**src/rtl/key_debounce_if.sv**
```systemverilog
// Key bundle between the raw button pins and the debounced level/event outputs.
// The slave modport is the debouncer side; the master modport is the consumer/driver side.
interface key_debounce_if #(
    parameter int unsigned KEY_NUM = 2
);
    logic [KEY_NUM-1:0] key_in;
    logic [KEY_NUM-1:0] key_state;
    logic [KEY_NUM-1:0] key_press;
    logic [KEY_NUM-1:0] key_release;
    logic [KEY_NUM-1:0] key_long;

    modport master (
        output key_in,
        input  key_state,
        input  key_press,
        input  key_release,
        input  key_long
    );

    modport slave (
        input  key_in,
        output key_state,
        output key_press,
        output key_release,
        output key_long
    );
endinterface

```
**src/rtl/key_debounce.sv**
```systemverilog
// Per-key 2-flop synchroniser, 4-state bounce filter and registered press/release pulses.
// Define KEY_LONG_PRESS_EN to add the saturating hold counter that drives key_long.
module key_debounce #(
    parameter int unsigned KEY_NUM      = 2,
    parameter logic [31:0] DEBOUNCE_CNT = 32'd1_000_000,
    parameter logic [31:0] LONG_CNT     = 32'd50_000_000
) (
    input  logic           sys_clk,
    input  logic           sys_rst_n,
    key_debounce_if.slave  key_bus
);

    typedef enum logic [1:0] {
        IDLE,
        PRESS_FILT,
        PRESSED,
        REL_FILT
    } state_t;

    for (genvar k = 0; k < KEY_NUM; k++) begin : g_key
        logic [1:0]  sync_r;
        logic        key_sync;
        state_t      state_r;
        state_t      state_nxt;
        logic [31:0] cnt_r;
        logic [31:0] cnt_nxt;
        logic        level_r;
        logic        level_nxt;
        logic        press_r;
        logic        press_nxt;
        logic        release_r;
        logic        release_nxt;
        logic        long_r;
        logic        long_nxt;

        // Flops reset to 1 so a released key reads as released straight out of reset.
        always_ff @(posedge sys_clk or negedge sys_rst_n) begin
            if (!sys_rst_n) begin
                sync_r <= '1;
            end else begin
                sync_r <= {sync_r[0], key_bus.key_in[k]};
            end
        end

        assign key_sync = ~sync_r[1];

        always_ff @(posedge sys_clk or negedge sys_rst_n) begin
            if (!sys_rst_n) begin
                state_r   <= IDLE;
                cnt_r     <= '0;
                level_r   <= 1'b0;
                press_r   <= 1'b0;
                release_r <= 1'b0;
                long_r    <= 1'b0;
            end else begin
                state_r   <= state_nxt;
                cnt_r     <= cnt_nxt;
                level_r   <= level_nxt;
                press_r   <= press_nxt;
                release_r <= release_nxt;
                long_r    <= long_nxt;
            end
        end

        always_comb begin
            state_nxt = state_r;
            cnt_nxt   = cnt_r;
            case (state_r)
                IDLE: begin
                    if (key_sync) begin
                        state_nxt = PRESS_FILT;
                        cnt_nxt   = '0;
                    end
                end
                PRESS_FILT: begin
                    if (!key_sync) begin
                        state_nxt = IDLE;
                        cnt_nxt   = '0;
                    end else if (cnt_r == DEBOUNCE_CNT - 32'd1) begin
                        state_nxt = PRESSED;
                        cnt_nxt   = '0;
                    end else begin
                        cnt_nxt = cnt_r + 32'd1;
                    end
                end
                PRESSED: begin
                    if (!key_sync) begin
                        state_nxt = REL_FILT;
                        cnt_nxt   = '0;
                    end
                end
                REL_FILT: begin
                    if (key_sync) begin
                        state_nxt = PRESSED;
                        cnt_nxt   = '0;
                    end else if (cnt_r == DEBOUNCE_CNT - 32'd1) begin
                        state_nxt = IDLE;
                        cnt_nxt   = '0;
                    end else begin
                        cnt_nxt = cnt_r + 32'd1;
                    end
                end
                default: begin
                    state_nxt = IDLE;
                    cnt_nxt   = '0;
                end
            endcase
        end

        // Event pulses are decoded from the accepting transition so they coincide with the level change.
        always_comb begin
            press_nxt   = (state_r == PRESS_FILT) && key_sync &&
                          (cnt_r == DEBOUNCE_CNT - 32'd1);
            release_nxt = (state_r == REL_FILT) && !key_sync &&
                          (cnt_r == DEBOUNCE_CNT - 32'd1);
            level_nxt   = (state_nxt == PRESSED) || (state_nxt == REL_FILT);
        end

`ifdef KEY_LONG_PRESS_EN
        logic [31:0] hold_r;
        logic [31:0] hold_nxt;
        logic        holding;

        assign holding = (state_r == PRESSED) || (state_r == REL_FILT);

        always_ff @(posedge sys_clk or negedge sys_rst_n) begin
            if (!sys_rst_n) begin
                hold_r <= '0;
            end else begin
                hold_r <= hold_nxt;
            end
        end

        // Saturates at LONG_CNT so key_long fires once per hold; only an accepted release clears it.
        always_comb begin
            hold_nxt = hold_r;
            if (state_nxt == IDLE) begin
                hold_nxt = '0;
            end else if (holding && (hold_r != LONG_CNT)) begin
                hold_nxt = hold_r + 32'd1;
            end
            long_nxt = holding && (hold_r == LONG_CNT - 32'd1);
        end
`else
        assign long_nxt = 1'b0;
`endif

        assign key_bus.key_state[k]   = level_r;
        assign key_bus.key_press[k]   = press_r;
        assign key_bus.key_release[k] = release_r;
        assign key_bus.key_long[k]    = long_r;
    end

endmodule

```
**src/flat_wrapper.sv**
```systemverilog
// flat-port wrapper written by rule: the top's interface ports become plain ports
module key_debounce_flat 
#(
    parameter int unsigned KEY_NUM      = 2,
    parameter logic [31:0] DEBOUNCE_CNT = 32'd1_000_000,
    parameter logic [31:0] LONG_CNT     = 32'd50_000_000
)
  (sys_clk, sys_rst_n, key_bus_key_in, key_bus_key_state, key_bus_key_press, key_bus_key_release, key_bus_key_long);
  key_debounce_if #(.KEY_NUM(KEY_NUM)) key_bus_i ();
  input  logic sys_clk;
  input  logic sys_rst_n;
  input wire logic [$bits(key_bus_i.key_in)-1:0] key_bus_key_in;
  output wire logic [$bits(key_bus_i.key_state)-1:0] key_bus_key_state;
  output wire logic [$bits(key_bus_i.key_press)-1:0] key_bus_key_press;
  output wire logic [$bits(key_bus_i.key_release)-1:0] key_bus_key_release;
  output wire logic [$bits(key_bus_i.key_long)-1:0] key_bus_key_long;
  assign key_bus_i.key_in = key_bus_key_in;
  assign key_bus_key_state = key_bus_i.key_state;
  assign key_bus_key_press = key_bus_i.key_press;
  assign key_bus_key_release = key_bus_i.key_release;
  assign key_bus_key_long = key_bus_i.key_long;
  key_debounce #(.KEY_NUM(KEY_NUM), .DEBOUNCE_CNT(DEBOUNCE_CNT), .LONG_CNT(LONG_CNT)) u_core (.sys_clk(sys_clk), .sys_rst_n(sys_rst_n), .key_bus(key_bus_i));
endmodule
```
**config.mk**
```make
export PLATFORM = sky130hd
export DESIGN_NAME = key_debounce_flat
export DESIGN_NICKNAME = d
export VERILOG_FILES = /design/src/rtl/key_debounce_if.sv /design/src/rtl/key_debounce.sv /design/src/flat_wrapper.sv
export SDC_FILE = /design/constraint.sdc
export NUM_CORES = 1
export LEC_CHECK = 0
export CAP_MARGIN = 40
export CORE_MARGIN = 2
export CORE_UTILIZATION = 62
export CTS_CLUSTER_DIAMETER = 40
export DETAILED_ROUTE_END_ITERATION = 6
export GPL_TIMING_DRIVEN = 1
export PLACE_DENSITY_LB_ADDON = 0.25
export SLEW_MARGIN = 40
export SYNTH_ARGS = -nofsm -noshare
export SYNTH_HDL_FRONTEND = slang
export SYNTH_SLANG_ARGS = --single-unit
```
**constraint.sdc**
```tcl
create_clock -name sys_clk -period 2.52 [get_ports sys_clk]
set_clock_uncertainty 0.2 [all_clocks]
set_input_delay 0.504 -clock sys_clk [delete_from_list [all_inputs] [get_ports sys_clk]]
set_output_delay 0.504 -clock sys_clk [all_outputs]
set_load 0.02 [all_outputs]
```
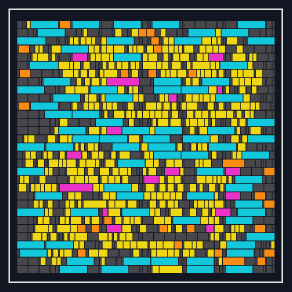
(images/cell_classes.png)
Scale: 3 px per um. Fill, decap, tap and diode cells in gray.
[all other logic] yellow | cells: 406
[other buffers and delay cells] orange | cells: 27
[flip-flops] cyan | cells: 78
[clock drivers and dummy loads] magenta | cells: 16

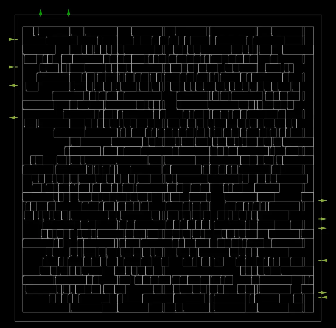
(images/final_placement.png)
filler instances: 580
placement row count: 31

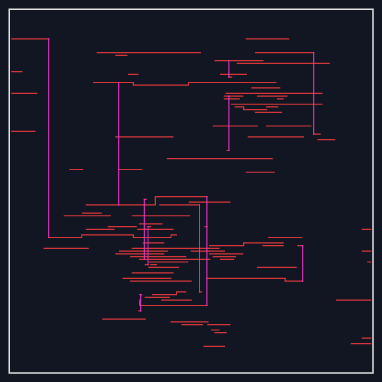
(images/metal_stack.png)
Scale: 4 px per um. Two of the layers only.
[met4] magenta | wire length: 205 um
[met3] red | wire length: 844 um
Via Count: 4115
average detailed-routed wire length per instance: 17.3 um

==> ds_physical_params.txt <==
Characteristics after synthesis and place and route

Parameter                              Value

Setup path
  CP max FO .................. 9
  Critical path startpoint .................. u_core.g_key[0].cnt_r[0]
  R2R Path Start .................. u_core.g_key[0].cnt_r[0]
  Required time of the critical path .................. around 2600 ps
  Crit path launch type .................. flip-flop
  Kind of end point of the critical path .................. flip-flop

Global routing
  Global route total overflow .................. 0

Synth
  Number of warning messages in the yosys log .................. 0
  Cell taking the most area after synthesis .................. sky130_fd_sc_hd__dfrtp_1
  Cells taking the most area after synthesis .................. sky130_fd_sc_hd__dfrtp_1 40%, sky130_fd_sc_hd__nand3_1 4.7%, sky130_fd_sc_hd__nand2_1 4.4%
  Number of synthesized flops with an enable pin .................. 0
  Async S/R FF share, synth .................. 1.00
  Largest type area fraction .................. 0.399
  Cell Type Count .................. 59
  Synth Area in Adders .................. 0.00539
  Simple-Gate Fraction of Synth Area .................. 0.322
  Mux frac, synth .................. 0.0388
  Flops & latches, synth .................. 78
  Count of instantiated cells in the yosys netlist .................. around 520
  Post-synth top flop .................. sky130_fd_sc_hd__dfrtp_1

Final layout
  Layout buffer count excluding clock buffers .................. 27
  Commonest Layout Cell .................. sky130_fd_sc_hd__dfrtp_1
  FF+latch area .................. between 1500 and 2000 um2
  Total number of nets in the final design .................. between 500 and 600
  Non-filler cells, final .................. around 630
  Post-route cell area .................. about 5000 um2
  Leading cell category by total area .................. combinational gates
  Fraction of area in registers .................. 0.392
  Number of clock-tree buffers in the layout .................. 10
  Utilization after layout .................. 0.688

Route
  Antenna viol nets, final .................. 0
  Met3 wire length .................. 844 um
  Iteration-0 DRC count of the detailed router .................. roughly 350

Pwr
  Overall power consumption .................. approximately 2.5 mW
  Combinational cell fraction of total power .................. 0.058
  Seq pwr share .................. 0.511
  Relative contribution of the clock network to total power .................. 0.431

Placement
  Buffers added on ports .................. 9
  Detailed placer's ending HPWL .................. just over 7 mm

Clock tree
  Maximum root-to-sink buffer count .................. 2
  Worst-Skew Late Latency .................. 370 ps

STA
  Max Fclk .................. around 0.42 GHz
  Worst slew margin relative to its limit .................. 0.596

Run
  Count of warning messages emitted by the tools .................. 26

Floorplanning
  Inserted tap cell count .................. roughly 100

Status
  Status .................. finished clean
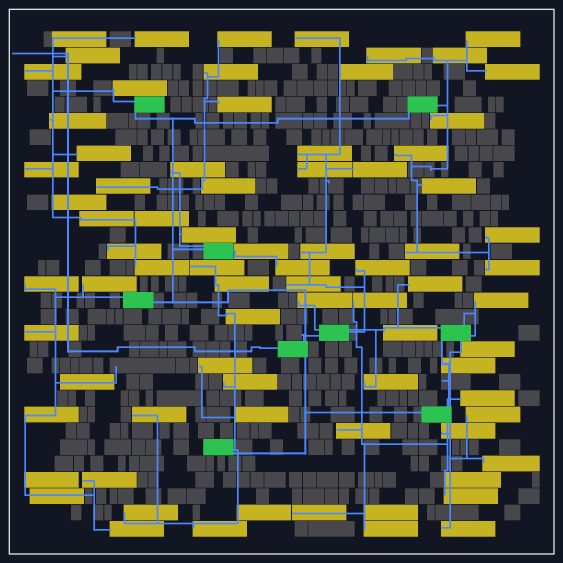
(images/clock_map.png)
Scale: 6 px per um.
[clock wires] blue | length: 1120 um
[flip-flops] yellow | count: 78
[cells driving clock nets] green | count: 9
flops lie: all over the die
routed clock nets: 10

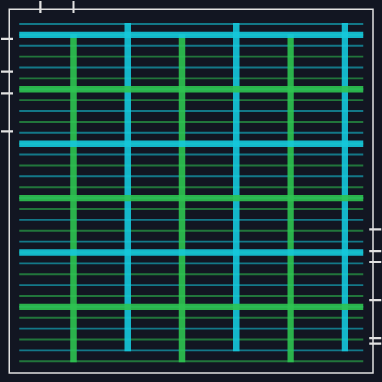
(images/pdn.png)
Scale: 4 px per um. Pins as bars on the die edge.
[VDD] cyan
[VSS] green
met5 straps: 6
met4 straps: 6
rows: 31
total core area: 7250 um2
maximum vdd drop: 0.000314 V
Die Span X: 90.5 um
die outline height: 90.5 um

==> power groups by stage <==
stage	sequential, mW	combinational [mW]	clock, mW
finish	1.28	0.146	1.07
global route	1.28	0.164	1.15
CTS	1.28	0.147	1.09
detailed placement	1.30	0.145	0
global placement	1.30	0.142	0
floorplan	1.30	0.0940	0
==> sequential cells by signal (all words and copies together) (netlist names) <==
| register | flops |
|---|---|
| u_core.g_key.release_r | 2 |
| u_core.g_key.press_r | 2 |
| u_core.g_key.cnt_r | 64 |
| u_core.g_key.state_r | 4 |
| u_core.g_key.level_r | 2 |
| u_core.g_key.sync_r | 4 |
Power figures rest on the tool's default switching activity, not on a simulated workload.
